Run 1, met3 routing:
The bar under the picture is 20 µm long. Cells faint in the background.
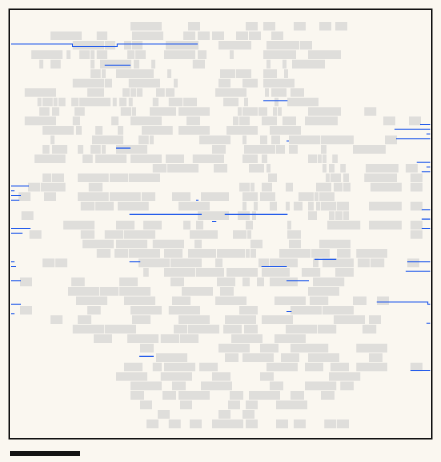
Run 1, zoomed window:
The bar under the picture is 10 µm long. Region (71, 11) to (111, 51) µm. Cells in grey, sequential cells in the stronger grey; small squares are vias.
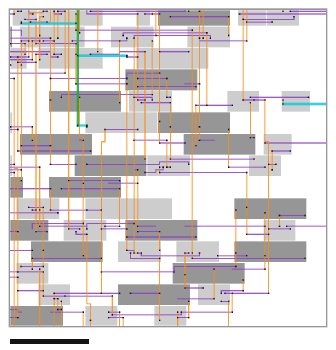
Run 1, metal 1:
The bar under the picture is 20 µm long. Supply wires on this layer in grey.
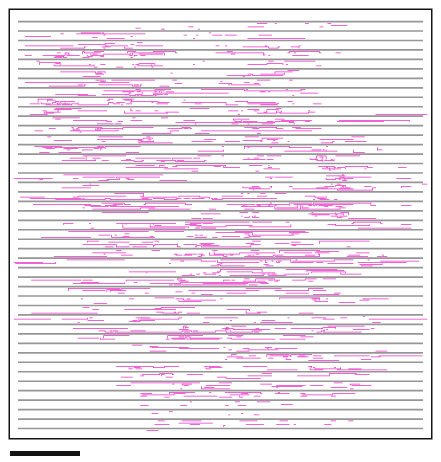
$ cat src/rtl/bcd_display_scan_if.sv
// Bundle of the load-side inputs and scan-side outputs of the
// multiplexed eight-digit BCD display driver.
interface bcd_display_scan_if;
   logic        load;
   logic [31:0] segmentos;
   logic        neg;
   logic [7:0]  anodo;
   logic [6:0]  hex;
   logic [2:0]  digito;
   logic        frame_done;
   logic        ovf;

   modport master (
      output load, segmentos, neg,
      input  anodo, hex, digito, frame_done, ovf
   );

   modport slave (
      input  load, segmentos, neg,
      output anodo, hex, digito, frame_done, ovf
   );
endinterface

$ cat src/rtl/bcd_display_scan.sv
// Eight-digit multiplexed BCD display scanner with leading-zero
// blanking, minus sign and tear-free frame updates.
module bcd_display_scan #(
   parameter int unsigned PRESCALE = 50000
) (
   input logic              clock,
   input logic              reset,
   bcd_display_scan_if.slave bus
);

   localparam int unsigned PW = (PRESCALE > 1) ? $clog2(PRESCALE) : 1;
   localparam logic [PW-1:0] PMAX = PW'(PRESCALE - 1);

   logic [PW-1:0] presc_q, presc_d;
   logic [2:0]    dig_q, dig_d;
   logic          fd_q, fd_d;
   logic [31:0]   pseg_q, pseg_d;
   logic          pneg_q, pneg_d;
   logic [31:0]   aseg_q, aseg_d;
   logic          aneg_q, aneg_d;
   logic [7:0]    an_q, an_d;
   logic [6:0]    hex_q, hex_d;
   logic          ovf_q, ovf_d;

   logic          tick;
   logic          wrap;
   logic [2:0]    msd;
   logic [3:0]    nib;

   function automatic logic [6:0] seg7(input logic [3:0] v);
      logic [6:0] s;
      case (v)
         4'd0:    s = 7'h40;
         4'd1:    s = 7'h79;
         4'd2:    s = 7'h24;
         4'd3:    s = 7'h30;
         4'd4:    s = 7'h19;
         4'd5:    s = 7'h12;
         4'd6:    s = 7'h02;
         4'd7:    s = 7'h78;
         4'd8:    s = 7'h00;
         4'd9:    s = 7'h10;
         default: s = 7'h06;
      endcase
      return s;
   endfunction

   assign tick = (presc_q == PMAX);
   assign wrap = tick && (dig_q == 3'd7);

   // Dwell counter, digit index and double-buffered display data;
   // a load coinciding with the wrap bypasses the pending set.
   always_comb begin
      presc_d = tick ? '0 : presc_q + PW'(1);
      dig_d   = tick ? dig_q + 3'd1 : dig_q;
      fd_d    = wrap;
      pseg_d  = pseg_q;
      pneg_d  = pneg_q;
      aseg_d  = aseg_q;
      aneg_d  = aneg_q;
      if (bus.load) begin
         pseg_d = bus.segmentos;
         pneg_d = bus.neg;
      end
      if (wrap) begin
         aseg_d = bus.load ? bus.segmentos : pseg_q;
         aneg_d = bus.load ? bus.neg : pneg_q;
      end
   end

   // Most significant nonzero nibble of the displayed value.
   always_comb begin
      msd = 3'd0;
      for (int i = 1; i < 8; i++) begin
         if (aseg_q[4*i +: 4] != 4'd0) msd = 3'(i);
      end
   end

   // Segment, anode and overflow decode for the digit now scanned.
   always_comb begin
      nib   = aseg_q[{dig_q, 2'b00} +: 4];
      hex_d = seg7(nib);
      an_d  = ~(8'd1 << dig_q);
      ovf_d = aneg_q && (msd == 3'd7);
      if ((dig_q != 3'd0) && (dig_q > msd)) begin
         if (aneg_q && ({1'b0, dig_q} == {1'b0, msd} + 4'd1))
            hex_d = 7'h3F;
         else
            hex_d = 7'h7F;
      end
   end

   // State and registered display outputs.
   always_ff @(posedge clock or posedge reset) begin
      if (reset) begin
         presc_q <= '0;
         dig_q   <= 3'd0;
         fd_q    <= 1'b0;
         pseg_q  <= 32'd0;
         pneg_q  <= 1'b0;
         aseg_q  <= 32'd0;
         aneg_q  <= 1'b0;
         an_q    <= 8'hFF;
         hex_q   <= 7'h7F;
         ovf_q   <= 1'b0;
      end else begin
         presc_q <= presc_d;
         dig_q   <= dig_d;
         fd_q    <= fd_d;
         pseg_q  <= pseg_d;
         pneg_q  <= pneg_d;
         aseg_q  <= aseg_d;
         aneg_q  <= aneg_d;
         an_q    <= an_d;
         hex_q   <= hex_d;
         ovf_q   <= ovf_d;
      end
   end

   assign bus.anodo      = an_q;
   assign bus.hex        = hex_q;
   assign bus.digito     = dig_q;
   assign bus.frame_done = fd_q;
   assign bus.ovf        = ovf_q;

endmodule
$ cat src/flat_wrapper.sv
// flat-port wrapper written by rule: the top's interface ports become plain ports
module bcd_display_scan_flat 
#(
   parameter int unsigned PRESCALE = 50000
)
  (clock, reset, bus_load, bus_segmentos, bus_neg, bus_anodo, bus_hex, bus_digito, bus_frame_done, bus_ovf);
  bcd_display_scan_if bus_i ();
  input logic clock;
  input logic reset;
  input wire logic [$bits(bus_i.load)-1:0] bus_load;
  input wire logic [$bits(bus_i.segmentos)-1:0] bus_segmentos;
  input wire logic [$bits(bus_i.neg)-1:0] bus_neg;
  output wire logic [$bits(bus_i.anodo)-1:0] bus_anodo;
  output wire logic [$bits(bus_i.hex)-1:0] bus_hex;
  output wire logic [$bits(bus_i.digito)-1:0] bus_digito;
  output wire logic [$bits(bus_i.frame_done)-1:0] bus_frame_done;
  output wire logic [$bits(bus_i.ovf)-1:0] bus_ovf;
  assign bus_i.load = bus_load;
  assign bus_i.segmentos = bus_segmentos;
  assign bus_i.neg = bus_neg;
  assign bus_anodo = bus_i.anodo;
  assign bus_hex = bus_i.hex;
  assign bus_digito = bus_i.digito;
  assign bus_frame_done = bus_i.frame_done;
  assign bus_ovf = bus_i.ovf;
  bcd_display_scan #(.PRESCALE(PRESCALE)) u_core (.clock(clock), .reset(reset), .bus(bus_i));
endmodule
$ cat config.mk
export PLATFORM = sky130hd
export DESIGN_NAME = bcd_display_scan_flat
export DESIGN_NICKNAME = d
export VERILOG_FILES = /design/src/rtl/bcd_display_scan_if.sv /design/src/rtl/bcd_display_scan.sv /design/src/flat_wrapper.sv
export SDC_FILE = /design/constraint.sdc
export NUM_CORES = 1
export LEC_CHECK = 0
export ABC_CLOCK_PERIOD_IN_PS = 3890
export CAP_MARGIN = 20
export CORE_AREA = 2 2 119 121
export DETAILED_ROUTE_END_ITERATION = 10
export DIE_AREA = 0 0 121 123
export PLACE_DENSITY = 0.51
export SETUP_SLACK_MARGIN = 0.1
export SLEW_MARGIN = 20
export SYNTH_ARGS = -nofsm -noshare
export SYNTH_HDL_FRONTEND = slang
export SYNTH_SLANG_ARGS = --single-unit
$ cat constraint.sdc
create_clock -name clock -period 3.89 [get_ports clock]
set_clock_uncertainty 0.1 [all_clocks]
set_input_delay 1.167 -clock clock [delete_from_list [all_inputs] [get_ports clock]]
set_output_delay 1.167 -clock clock [all_outputs]
set_load 0.01 [all_outputs]
==> out/metrics.yaml, run 1 <==
outcome:
  status: "complete, no violations"
final_layout:
  post_route_non_filler_standard_cell_count: 570
  syn2layout_area_growth_pct: 23.27
  largest_registers: "u_core.aseg_q x32, u_core.pseg_q x32, u_core.presc_q x16"
clocking:
  clock_root_buffer: "clkbuf_16"
  ctsResizeCount: 0
  cts_hold_buf: 0
  cts.clk_slew.worst_paths_ns: 0.07
pwr:
  total_leakage_power_nw: 2.563
  internal-power_mw: 1.811
  power.density_cell_area_mw_per_mm2: 406.6
  power_combinational_uw: 207
  power_top_consumer: "registers"
  total_power_mw: 2.320
  clock_power_share_pct: 41.5
synth:
  syn_avg_cell_area_um2: 14.20
  synth_flop_count: 102
  post_synth_num_cell_types: 42
  ys_cells: 326
  netlist.top_cell.by_instances: "dfrtp_1"
  synth_chip_area_mm2: 0.004629
  postSynthCellCount: 326
  async_flop_share_pct: 100.0
  synth_area_mm2: 0.004629
floorplan:
  die.size.x_um: 121
worst_setup_path:
  cpPeakStageDelay_ns: 0.74
  regToRegEndpoint: "u_core.bus.hex[4]$_DFF_PP1_"
  cp_max_fo: 12
  reg2reg_from: "u_core.aseg_q[28]$_DFFE_PP0P_"
  r2r_slack_ns: 1.11
sta:
  final_hold_viol_count: 0
  max_slew.worst_pin.slew_ns: 0.8174
  timing.max_slew.rel_slack_pct: 43.95
  whs_ns: 0.3962
  timing.setup.tns_ns: 0
min_path:
  min-delay-start: "u_core.presc_q[11]$_DFF_PP0_"
  worstHoldPathCells: 1
routing:
  vias_per_std_cell: 4.688
  route.antenna.remaining_nets: 0
  wire_per_inst_um: 15.56
global_routing:
  aggregate_global_routing_overflow: 0
run:
  maxCapViolations: 0
  stage_log_warnings: 35
Back to the opening pictures, 'met3 routing':
nets with wire on the layer	31
longest straight run	23.0 µm
wire length on this layer	236 µm
met3 track utilization from global routing: 2.675%
final wirelength: 8.869 mm
DR vias: 2672

Back to the opening pictures, 'zoomed window':
layer	colour
met4	green
met1	purple
met2	orange
met3	cyan
sequential cells in the window	16
cells with their middle in the window	45
most frequent	dfrtp_1 (16), mux2_2 (9), mux2_4 (8)
netlist names of flops here include	u_core.aseg_q (9), u_core.pseg_q (7)

Back to the opening pictures, 'metal 1':
share of all routed wire	50%
longest straight run	31.7 µm
main direction	horizontal
Global Route met1 Usage: 17.87%

==> run 1: cell usage in the layout (no fill, tap or decap), types with 2 or more instances in the layout <==
master	count
nor4_1	7
mux4_2	8
o21ai_0	7
and4_1	2
inv_1	9
mux2_2	38
and2_1	3
ha_1	16
mux2_4	30
nor2b_1	3
clkinv_2	2
bufinv_16	2
xnor2_1	5
mux2i_1	3
dfrtp_1	87
a21bo_2	2
a21oi_1	5
buf_4	3
nand4_1	5
clkinvlp_4	3
nand3_1	6
clkbuf_16	9
xor2_1	11
dfstp_2	15
o211ai_1	2
nand2_1	17
clkdlybuf4s50_1	55
nor2_1	15
or3_1	2
and3_1	2
==> run 1: worst max path at each step <==
stage | startpoint | to | slack, ns | cells past startpoint
after global placement | bus_load | u_core.aseg_q[8]$_DFFE_PP0P_ | 0.92 | 4
final | u_core.bus.digito[0]$_DFFE_PP0N_ | bus_digito[0] | 0.88 | 1
after CTS | u_core.bus.digito[0]$_DFFE_PP0N_ | bus_digito[0] | 0.80 | 1
after floorplan | bus_load | u_core.aseg_q[10]$_DFFE_PP0P_ | 1.32 | 4
after detailed placement | bus_load | u_core.aseg_q[10]$_DFFE_PP0P_ | 0.89 | 4
after global routing | u_core.bus.digito[0]$_DFFE_PP0N_ | bus_digito[0] | 0.73 | 1
==> run 1: metal layers <==
layer | share of wire (%) | global-route usage (%) | up-vias
li1 | - | - | 1274
met1 | 50 | 17.87 | 1342
met2 | 46 | 19.91 | 43
met3 | 2.6 | 2.675 | 13
met4 | 2.1 | 6.105 | 0
met5 | 0 | 0 | -
==> run 1: layout make-up <==
class	count	area, µm²
fillers	1284	7905
inverters	11	45.04
clock inverters	7	96.34
clock buffers	9	225.2
flip-flops and latches	102	2571
repair buffers	59	593.1
well taps	180	225.2
multi-input cells	202	1951
==> run 1 -> run 2 <==
--- a/config.mk
+++ b/config.mk
@@ -5,12 +5,12 @@
 export SDC_FILE = /design/constraint.sdc
 export NUM_CORES = 1
 export LEC_CHECK = 0
-export ABC_CLOCK_PERIOD_IN_PS = 3890
+export ABC_CLOCK_PERIOD_IN_PS = 3040
 export CAP_MARGIN = 20
 export CORE_AREA = 2 2 119 121
 export DETAILED_ROUTE_END_ITERATION = 10
 export DIE_AREA = 0 0 121 123
-export PLACE_DENSITY = 0.51
+export PLACE_DENSITY = 0.49
 export SETUP_SLACK_MARGIN = 0.1
 export SLEW_MARGIN = 20
 export SYNTH_ARGS = -nofsm -noshare
==> constraint.sdc (replaced) <==
create_clock -name clock -period 3.04 [get_ports clock]
set_clock_uncertainty 0.1 [all_clocks]
set_input_delay 0.912 -clock clock [delete_from_list [all_inputs] [get_ports clock]]
set_output_delay 0.912 -clock clock [all_outputs]
set_load 0.01 [all_outputs]
==> run 2 against run 1 <==
Against the previous run:
- die size is the same
- global-route usage grew 0.55 points
- first-iteration DRC count grew 23%
- via count grew 0.11%
- wire length grew 3.6%
==> out/metrics.yaml, run 2 <==
final_layout:
  regArea_mm2: 0.002571
  mostFrequentLayoutCell: "dfrtp_1"
  logic_area_mm2: 0.001951
  syn2layout_area_growth_pct: 24.08
  post_route_non_filler_standard_cell_count: 572
  fillers: 1269
  largest_registers: "u_core.aseg_q x32, u_core.pseg_q x32, u_core.presc_q x16"
clocking:
  cts_hold_buf: 0
  clock_root_buffer: "clkbuf_16"
  cts.clk_slew.worst_paths_ns: 0.06
sta:
  timing.max_slew.rel_slack_pct: 55.27
  final_hold_viol_count: 0
  whs_ns: 0.3943
  max_slew.worst_pin.slew_ns: 0.6709
floorplan:
  die.size.x_um: 121
synth:
  netlist.top_cell.by_instances: "dfrtp_1"
  syn_avg_cell_area_um2: 14.20
  synth_chip_area_mm2: 0.004629
  synth_area_mm2: 0.004629
  async_flop_share_pct: 100.0
worst_setup_path:
  reg2reg_from: "u_core.aseg_q[8]$_DFFE_PP0P_"
  cpPeakStageDelay_ns: 0.77
  setup.worst_path.start: "u_core.bus.digito[0]$_DFFE_PP0N_"
  cp_max_fo: 12
routing:
  vias_per_std_cell: 4.677
global_routing:
  groute.layer.met3.usage_pct: 3.459
  met2_usage_pct: 20.37
pwr:
  total_power_mw: 3.042
  total_leakage_power_nw: 2.584
run:
  stage_log_warnings: 35
  maxCapViolations: 0
outcome:
  status: "complete, no violations"
-- run 2: cell count changes in the layout (fill, tap and decap cells not counted), sizes merged --
cell | before | now
inv | 10 | 9
clkbuf | 9 | 12
clkinv | 3 | 2
buf | 4 | 6
bufinv | 2 | 3
clkinvlp | 3 | 1
-- run 2: area by class of cell --
type / instances / area share (%)
Inverter: 11 / 0.7841
Timing Repair Buffer: 61 / 10.80
Multi-Input combinational cell: 202 / 33.96
Clock buffer: 12 / 4.117
Clock inverter: 4 / 1.655
Tap cell: 180 / 3.921
Sequential cell: 102 / 44.76
-- run 2: path summary, 6_finish.rpt --
kind	endpoint	cells past startpoint
min	u_core.presc_q[11]$_DFF_PP0_	1
min reg2reg	u_core.presc_q[11]$_DFF_PP0_	1
max reg2reg	u_core.bus.hex[4]$_DFF_PP1_	10
max	bus_digito[0]	1
min in group asynchronous	u_core.presc_q[1]$_DFF_PP0_	3
max in group asynchronous	u_core.bus.hex[1]$_DFF_PP1_	3
-- run 2: cells by family (layout without fill, tap and decap cells) --
kind of cell             count (synthesis)  after routing  synth area share, %
flip-flops                             102            102                55.54
AND/OR/NAND/NOR                         68             68                8.054
multiplexers                            79             79                23.51
XOR/XNOR                                16             16                3.027
AND-OR/OR-AND                           23             23                3.216
buffers and inverters                   22             88                2.324
adder cells (fa/ha/maj)                 16             16                4.324
-- run 2: power by group through the flow --
stage	Clock [mW]	Combinational (mW)	Sequential, mW
5_1_grt	1.39	0.309	1.48
4_1_cts	1.34	0.287	1.47
6_report	1.29	0.280	1.47
3_3_place_gp	0	0.283	1.49
3_5_place_dp	0	0.285	1.50
2_1_floorplan	0	0.165	1.49
-- run 2: metal layers --
metal	vias up	share of wire [%]
met5	-	0
met4	0	2.8
met3	16	4.0
met2	44	45
met1	1338	48
li1	1277	-
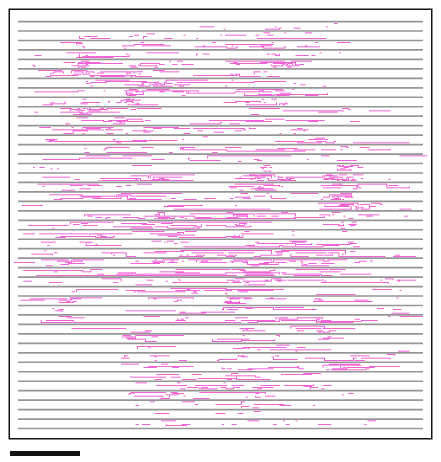
Run 2: metal 1
The bar under the picture is 20 µm long. Supply wires on this layer in grey.
share of all routed wire	48%
wire length on this layer	4400 µm
DR vias: 2675
Global Route met1 Usage: 18.28%
final wirelength: 9.189 mm

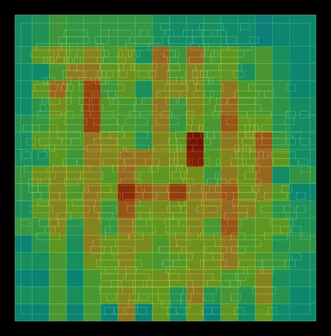
Run 2: routing congestion
GRT Total Usage: 13.61%
WL/cell: 16.06 µm

==> run 2 -> run 3 <==
--- a/config.mk
+++ b/config.mk
@@ -7,9 +7,9 @@
 export LEC_CHECK = 0
 export ABC_CLOCK_PERIOD_IN_PS = 3040
 export CAP_MARGIN = 20
-export CORE_AREA = 2 2 119 121
+export CORE_AREA = 2 2 85 168
 export DETAILED_ROUTE_END_ITERATION = 10
-export DIE_AREA = 0 0 121 123
+export DIE_AREA = 0 0 87 170
 export PLACE_DENSITY = 0.49
 export SETUP_SLACK_MARGIN = 0.1
 export SLEW_MARGIN = 20
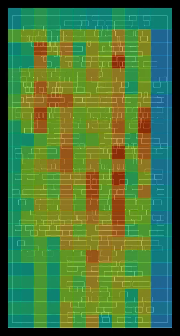
Run 3: routing congestion
global routing usage on met2: 26.15%
share of the core filled with cells: 42.59%
met3 track utilization from global routing: 3.201%
Global Route met1 Usage: 16.83%
WL/cell: 17.76 µm

==> run 3 against run 2 <==
Against the previous run:
- clock-buffer cell count decreased by 1
- combinational power about the same
- register-to-register slack got worse by 0.03 ns
- clock power decreased by 5%
- sequential power about the same
- synthesized area unchanged
- critical endpoint unchanged
==> out/metrics.yaml, run 3 <==
outcome:
  status: "complete, no violations"
synth:
  synth_area_mm2: 0.004629
  postSynthCellCount: 326
  syn_avg_cell_area_um2: 14.20
  synth_flop_count: 102
  synth_chip_area_mm2: 0.004629
  post_synth_num_cell_types: 42
  async_flop_share_pct: 100.0
  ys_cells: 326
sta:
  whs_ns: 0.3944
  final_hold_viol_count: 0
  max_slew.worst_pin.slew_ns: 0.7063
  timing.max_slew.rel_slack_pct: 52.91
worst_setup_path:
  regToRegEndpoint: "u_core.bus.hex[4]$_DFF_PP1_"
  reg2reg_depth: 9
  r2r_slack_ns: 0.28
routing:
  vias_per_std_cell: 4.973
  routedLengthMet1_mm: 3.871
  met2WireLength_mm: 5.528
min_path:
  min-delay-start: "u_core.presc_q[11]$_DFF_PP0_"
  destination_of_the_worst_hold_path: "u_core.presc_q[11]$_DFF_PP0_"
clocking:
  ctsResizeCount: 0
  cts.clk_slew.worst_paths_ns: 0.07
final_layout:
  largest_registers: "u_core.aseg_q x32, u_core.pseg_q x32, u_core.presc_q x16"
  syn2layout_area_growth_pct: 23.62
  layout_top_cells: "87 x dfrtp_1, 55 x clkdlybuf4s50_1, 38 x mux2_2, 30 x mux2_4, 17 x nand2_1"
run:
  stage_log_warnings: 33
pwr:
  total_leakage_power_nw: 2.587
global_routing:
  grt_util_all_layers_pct: 14.59
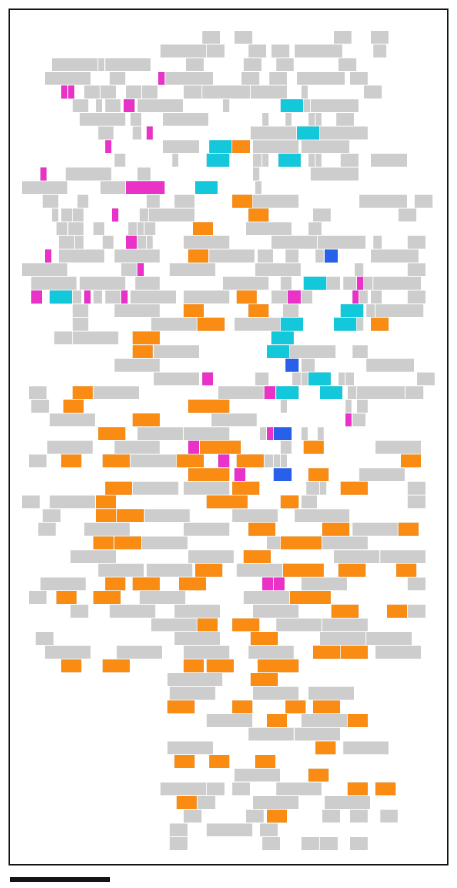
Run 3: gate-type map
The bar under the picture is 20 µm long.
family	colour	cells
multiplexers	orange	79
adder and majority cells	cyan	16
NOR gates	magenta	27
AND-OR and OR-AND gates	blue	4
dominant logic cell type in the layout: dfrtp_1
post-route non-filler standard cell count: 548
multi-input gate share of the layout cell area: 34.08%

[run 3: cells by family after synthesis]
logic type / share of synthesized area [%]
muxes: 23.51
AOI/OAI and AO/OA: 3.216
adders and majority gates: 4.324
and+or+nand+nor: 8.054
DFF: 55.54
buffers and inverters: 2.324
xor gates and xnor gates: 3.027
[run 3: worst max path at each step]
| stage | end | from | slack, ns | cells after the start |
|---|---|---|---|---|
| after CTS | bus_digito[0] | u_core.bus.digito[0]$_DFFE_PP0N_ | 0.17 | 1 |
| after global placement | u_core.bus.hex[4]$_DFF_PP1_ | u_core.aseg_q[16]$_DFFE_PP0P_ | 0.35 | 9 |
| after floorplan | u_core.bus.hex[6]$_DFF_PP1_ | u_core.aseg_q[4]$_DFFE_PP0P_ | 0.69 | 10 |
| final | bus_digito[0] | u_core.bus.digito[0]$_DFFE_PP0N_ | 0.23 | 1 |
| after detailed placement | u_core.bus.hex[4]$_DFF_PP1_ | u_core.aseg_q[16]$_DFFE_PP0P_ | 0.32 | 9 |
| after global routing | u_core.bus.hex[4]$_DFF_PP1_ | u_core.aseg_q[16]$_DFFE_PP0P_ | 0.11 | 9 |
[run 3: final cells by class]
| class | instances | area share (%) |
|---|---|---|
| Clock buffer | 11 | 4.241 |
| Inverter | 11 | 0.7871 |
| Clock inverter | 4 | 1.246 |
| Sequential cell | 102 | 44.93 |
| Timing Repair Buffer | 63 | 11.32 |
| Tap cell | 155 | 3.389 |
| Multi-Input combinational cell | 202 | 34.08 |
[run 3: power breakdown]
| part | internal (mW) | total (mW) | switching, mW |
|---|---|---|---|
| clock network | 0.737 | 1.22 | 0.486 |
| registers | 1.44 | 1.47 | 0.0333 |
| logic | 0.165 | 0.283 | 0.117 |
Power and IR drop assume default switching activity.
